<file path="config.mk">
export PLATFORM = sky130hd
export DESIGN_NAME = multicycle_ctrl
export DESIGN_NICKNAME = d
export VERILOG_FILES = /design/src/rtl/multicycle_ctrl.sv
export SDC_FILE = /design/constraint.sdc
export NUM_CORES = 1
export LEC_CHECK = 0
export CAP_MARGIN = 10
export CORE_MARGIN = 8
export CORE_UTILIZATION = 35
export DETAILED_ROUTE_END_ITERATION = 10
export PLACE_DENSITY = 0.82
export SLEW_MARGIN = 0
export SYNTH_ARGS = -nofsm -noshare
export SYNTH_HDL_FRONTEND = slang
export SYNTH_SLANG_ARGS = --single-unit
</file>
<file path="constraint.sdc">
create_clock -name clk -period 3.2 [get_ports clk]
set_input_delay 0.64 -clock clk [delete_from_list [all_inputs] [get_ports clk]]
set_output_delay 0.64 -clock clk [all_outputs]
set_load 0.01 [all_outputs]
</file>
<file path="src/rtl/multicycle_ctrl.sv">
// multicycle_ctrl: multi-cycle control sequencer for the single-datapath RV32I-subset CPU.
// Sequences FETCH/DECODE/EXEC/MEM/WBK phases and drives datapath strobes combinationally
// from the current state, the latched instruction and (in branch EXEC only) the ALU flags.
// Optional build macro ILLEGAL_TRAP_EN: illegal instructions enter a sticky TRAP state
// instead of retiring as NOPs.
module multicycle_ctrl #(
  parameter int unsigned MEM_WAIT = 0
) (
  input  logic        clk,
  input  logic        rst_n,
  input  logic        run_i,
  input  logic [31:0] instr_i,
  input  logic [3:0]  status_i,
  output logic        pcen_o,
  output logic        iren_o,
  output logic        pcsel_o,
  output logic        enwri_o,
  output logic        alusrc_o,
  output logic        wb_o,
  output logic        mrw_o,
  output logic [1:0]  immxsel_o,
  output logic [3:0]  aluctl_o,
  output logic [2:0]  state_o,
  output logic        illegal_o
);

  typedef enum logic [2:0] {
    S_FETCH  = 3'b000,
    S_DECODE = 3'b001,
    S_EXEC   = 3'b010,
    S_MEM    = 3'b011,
    S_WBK    = 3'b100,
    S_TRAP   = 3'b111
  } state_t;

  localparam logic [6:0] OP_R  = 7'b0110011;
  localparam logic [6:0] OP_I  = 7'b0010011;
  localparam logic [6:0] OP_LW = 7'b0000011;
  localparam logic [6:0] OP_SW = 7'b0100011;
  localparam logic [6:0] OP_BR = 7'b1100011;

  localparam logic [3:0] ALU_ADD = 4'd0;
  localparam logic [3:0] ALU_SUB = 4'd1;
  localparam logic [3:0] ALU_AND = 4'd2;
  localparam logic [3:0] ALU_OR  = 4'd3;
  localparam logic [3:0] ALU_XOR = 4'd4;
  localparam logic [3:0] ALU_SLL = 4'd5;
  localparam logic [3:0] ALU_SRL = 4'd6;
  localparam logic [3:0] ALU_SRA = 4'd7;
  localparam logic [3:0] ALU_SLT = 4'd8;

  state_t     state_q, state_d;
  logic [3:0] cnt_q, cnt_d;

  logic [6:0] opcode;
  logic [2:0] funct3;
  logic [6:0] funct7;
  logic       is_r, is_i, is_ld, is_st, is_br;
  logic       legal;
  logic       taken;
  logic [3:0] alu_op;
  logic [1:0] immx_dec;

  logic pcen, iren, pcsel, enwri, alusrc, wb, mrw, illegal;
  logic [1:0] immx;
  logic [3:0] aluctl;

  // Register/immediate fields and the carry flag play no part in sequencing.
  logic unused_fields;
  assign unused_fields = ^{instr_i[24:15], instr_i[11:7], status_i[1]};

  assign opcode = instr_i[6:0];
  assign funct3 = instr_i[14:12];
  assign funct7 = instr_i[31:25];
  assign is_r   = (opcode == OP_R);
  assign is_i   = (opcode == OP_I);
  assign is_ld  = (opcode == OP_LW);
  assign is_st  = (opcode == OP_SW);
  assign is_br  = (opcode == OP_BR);

  // Instruction decode: legality, ALU operation, immediate format, branch outcome.
  always_comb begin
    legal = 1'b0;
    unique case (1'b1)
      is_r:  legal = (funct7 == 7'b0000000) ||
                     ((funct7 == 7'b0100000) && ((funct3 == 3'b000) || (funct3 == 3'b101)));
      is_i:  legal = (funct3 != 3'b101) || (funct7 == 7'b0000000) || (funct7 == 7'b0100000);
      is_ld: legal = (funct3 == 3'b010);
      is_st: legal = (funct3 == 3'b010);
      is_br: legal = (funct3 == 3'b000) || (funct3 == 3'b001) ||
                     (funct3 == 3'b100) || (funct3 == 3'b101);
      default: legal = 1'b0;
    endcase

    alu_op = ALU_ADD;
    case (funct3)
      3'b000:  alu_op = (is_r && funct7[5]) ? ALU_SUB : ALU_ADD;
      3'b001:  alu_op = ALU_SLL;
      3'b010:  alu_op = ALU_SLT;
      3'b011:  alu_op = ALU_SLT;
      3'b100:  alu_op = ALU_XOR;
      3'b101:  alu_op = funct7[5] ? ALU_SRA : ALU_SRL;
      3'b110:  alu_op = ALU_OR;
      default: alu_op = ALU_AND;
    endcase

    immx_dec = 2'b00;
    if (is_st) immx_dec = 2'b01;
    else if (is_br) immx_dec = 2'b10;

    // Status is {N,Z,C,V}
    taken = 1'b0;
    case (funct3)
      3'b000:  taken = status_i[2];
      3'b001:  taken = ~status_i[2];
      3'b100:  taken = status_i[3] ^ status_i[0];
      3'b101:  taken = ~(status_i[3] ^ status_i[0]);
      default: taken = 1'b0;
    endcase
  end

  // Next-state and MEM wait-counter logic.
  always_comb begin
    state_d = state_q;
    cnt_d   = cnt_q;
    case (state_q)
      S_FETCH:  if (run_i) state_d = S_DECODE;
      S_DECODE: begin
        if (legal) state_d = S_EXEC;
`ifdef ILLEGAL_TRAP_EN
        else state_d = S_TRAP;
`else
        else state_d = S_FETCH;
`endif
      end
      S_EXEC: begin
        if (is_ld || is_st) begin
          cnt_d   = 4'(MEM_WAIT);
          state_d = S_MEM;
        end else if (is_br) begin
          state_d = S_FETCH;
        end else begin
          state_d = S_WBK;
        end
      end
      S_MEM: begin
        if (cnt_q != '0) cnt_d = cnt_q - 4'd1;
        else state_d = is_ld ? S_WBK : S_FETCH;
      end
      S_WBK:  state_d = S_FETCH;
      S_TRAP: state_d = S_TRAP;
      default: state_d = S_FETCH;
    endcase
  end

  // Per-state control strobes.
  always_comb begin
    pcen    = 1'b0;
    iren    = 1'b0;
    pcsel   = 1'b0;
    enwri   = 1'b0;
    alusrc  = 1'b0;
    wb      = 1'b1;
    mrw     = 1'b0;
    immx    = immx_dec;
    aluctl  = ALU_ADD;
    illegal = 1'b0;
    case (state_q)
      S_FETCH: begin
        immx = 2'b00;
        iren = run_i;
      end
      S_DECODE: begin
`ifndef ILLEGAL_TRAP_EN
        if (!legal) pcen = 1'b1;
`endif
      end
      S_EXEC: begin
        if (is_br) begin
          aluctl = ALU_SUB;
          pcen   = 1'b1;
          pcsel  = taken;
        end else if (is_ld || is_st) begin
          alusrc = 1'b1;
        end else begin
          alusrc = is_i;
          aluctl = alu_op;
        end
      end
      S_MEM: begin
        if ((cnt_q == '0) && is_st) begin
          mrw  = 1'b1;
          pcen = 1'b1;
        end
      end
      S_WBK: begin
        enwri = 1'b1;
        pcen  = 1'b1;
        wb    = ~is_ld;
      end
      S_TRAP: begin
        immx    = 2'b00;
        illegal = 1'b1;
      end
      default: immx = 2'b00;
    endcase
  end

  // State and wait-counter registers.
  always_ff @(posedge clk or negedge rst_n) begin
    if (!rst_n) begin
      state_q <= S_FETCH;
      cnt_q   <= '0;
    end else begin
      state_q <= state_d;
      cnt_q   <= cnt_d;
    end
  end

  // Write-side strobes are gated so a reset aborts with no side effects.
  assign pcen_o    = pcen & rst_n;
  assign iren_o    = iren & rst_n;
  assign enwri_o   = enwri & rst_n;
  assign mrw_o     = mrw & rst_n;
  assign pcsel_o   = pcsel;
  assign alusrc_o  = alusrc;
  assign wb_o      = wb;
  assign immxsel_o = immx;
  assign aluctl_o  = aluctl;
  assign state_o   = state_q;
`ifdef ILLEGAL_TRAP_EN
  assign illegal_o = illegal;
`else
  assign illegal_o = 1'b0;
`endif

endmodule

</file>
==> images/placed.png <==
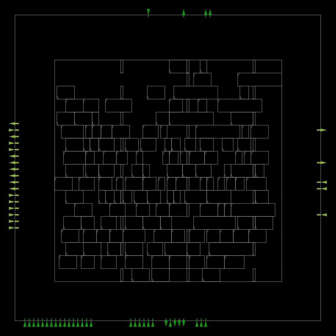
tap cells: 28
fillcell total: 206
fraction of area in registers: 13.7%
Core Box Area: 0.00219 mm²
flip-flops: 7

==> images/closeup.png <==
Window x 38 to 58, y 38 to 58 µm. Cells in grey, sequential cells in the stronger grey; small squares are vias.
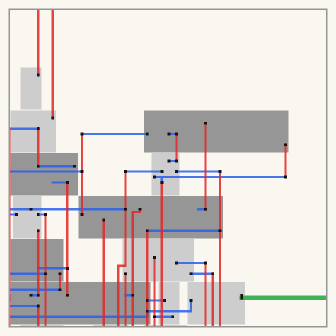
| colour | layer |
|---|---|
| red | M2 |
| blue | M1 |
| green | M3 |
netlist names of flops here include: `cnt_q` (2), `state_o` (1)
most frequent: dfrtp_1 (3), clkdlybuf4s50_1 (2)
sequential cells in the window: 3
cells with their middle in the window: 10

==> results.cfg <==
; flow metrics
[floorplanning]
fp_util_pct = 36.5
ios = 56
die_w_um = 63.8
rows = 17

[synth]
syn_nets = 144
area_leaders = dfrtp_1, nor2_1, nand3b_1
ys_sh_simple_pct = 41.0
syn_avg_cell_area_um2 = 7.76
synthMuxAreaShare_pct = 0
xor_area_share_pct = 6.57
flop_cell = dfrtp_1
top_area_cell = dfrtp_1
ys_async_sr_fraction_pct = 100
synth_top_area_share_pct = 21.9

[final_layout]
layout.cells.non_filler = 171
regArea_um2 = 175
antenna_cells = 0
final_layout_top_logic_cells = clkdlybuf4s50_1, nor2_1, buf_4

[place]
place_ws_ps = -232
dpl-instance-area_mm2 = 0.00123
place_congestion = 0.771
placed_cells = 167

[routing]
route.detailed.drc = 0

[worst_setup_path]
cp_slowest_cell = or4b_2
r2r_cells = 4
crit_cells = 6
critPathRequiredTime_ps = 2560

[cts]
cts_buffer_depth = 2
clock_sinks = 7
post_cts_buffers = 0
cts_tree = done
hold_buffers = 0

[worst_hold_path]
hp-start = cnt_q[0]

[grt]
grtUsageMet1_pct = 11.6

[pwr]
comb_power_share_pct = 37.0

[run_status]
status = completed
==> images/pinout.png <==
Scale bar: 20 µm. Pins as bars across the die edge, other pins in grey.
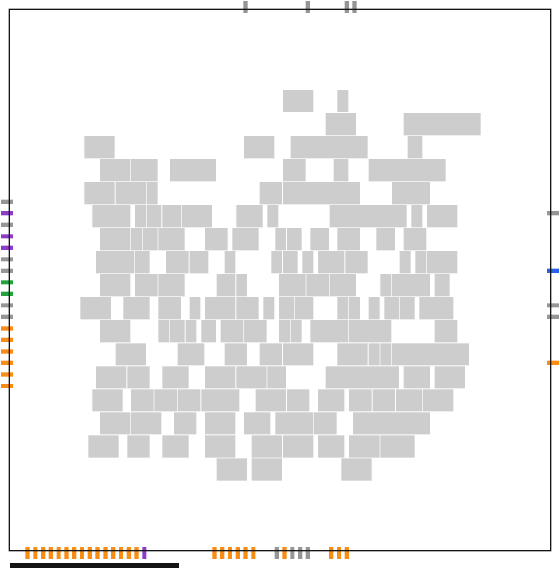
| colour | port | pins | direction | edge |
|---|---|---|---|---|
| green | `immxsel_o` | 2 | output | left |
| blue | `iren_o` | 1 | output | right |
| purple | `status_i` | 4 | input | 3 left, 1 bottom |
| orange | `instr_i` | 32 | input | 25 bottom, 6 left, 1 right |
all pins by edge: 30 bottom, 17 left, 5 right, 4 top

==> images/util_map.png <==
6 x 6 tiles, from white (low) to dark blue (high), 0 to 100% covered.
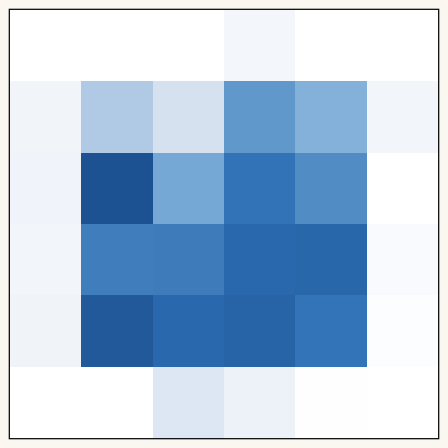
mean over tiles: 31%
tiles over 75% full: 17%
nearly empty tiles: 31%
densest ninth of the die: middle
fullest tile: 87%
emptiest ninth of the die: top left

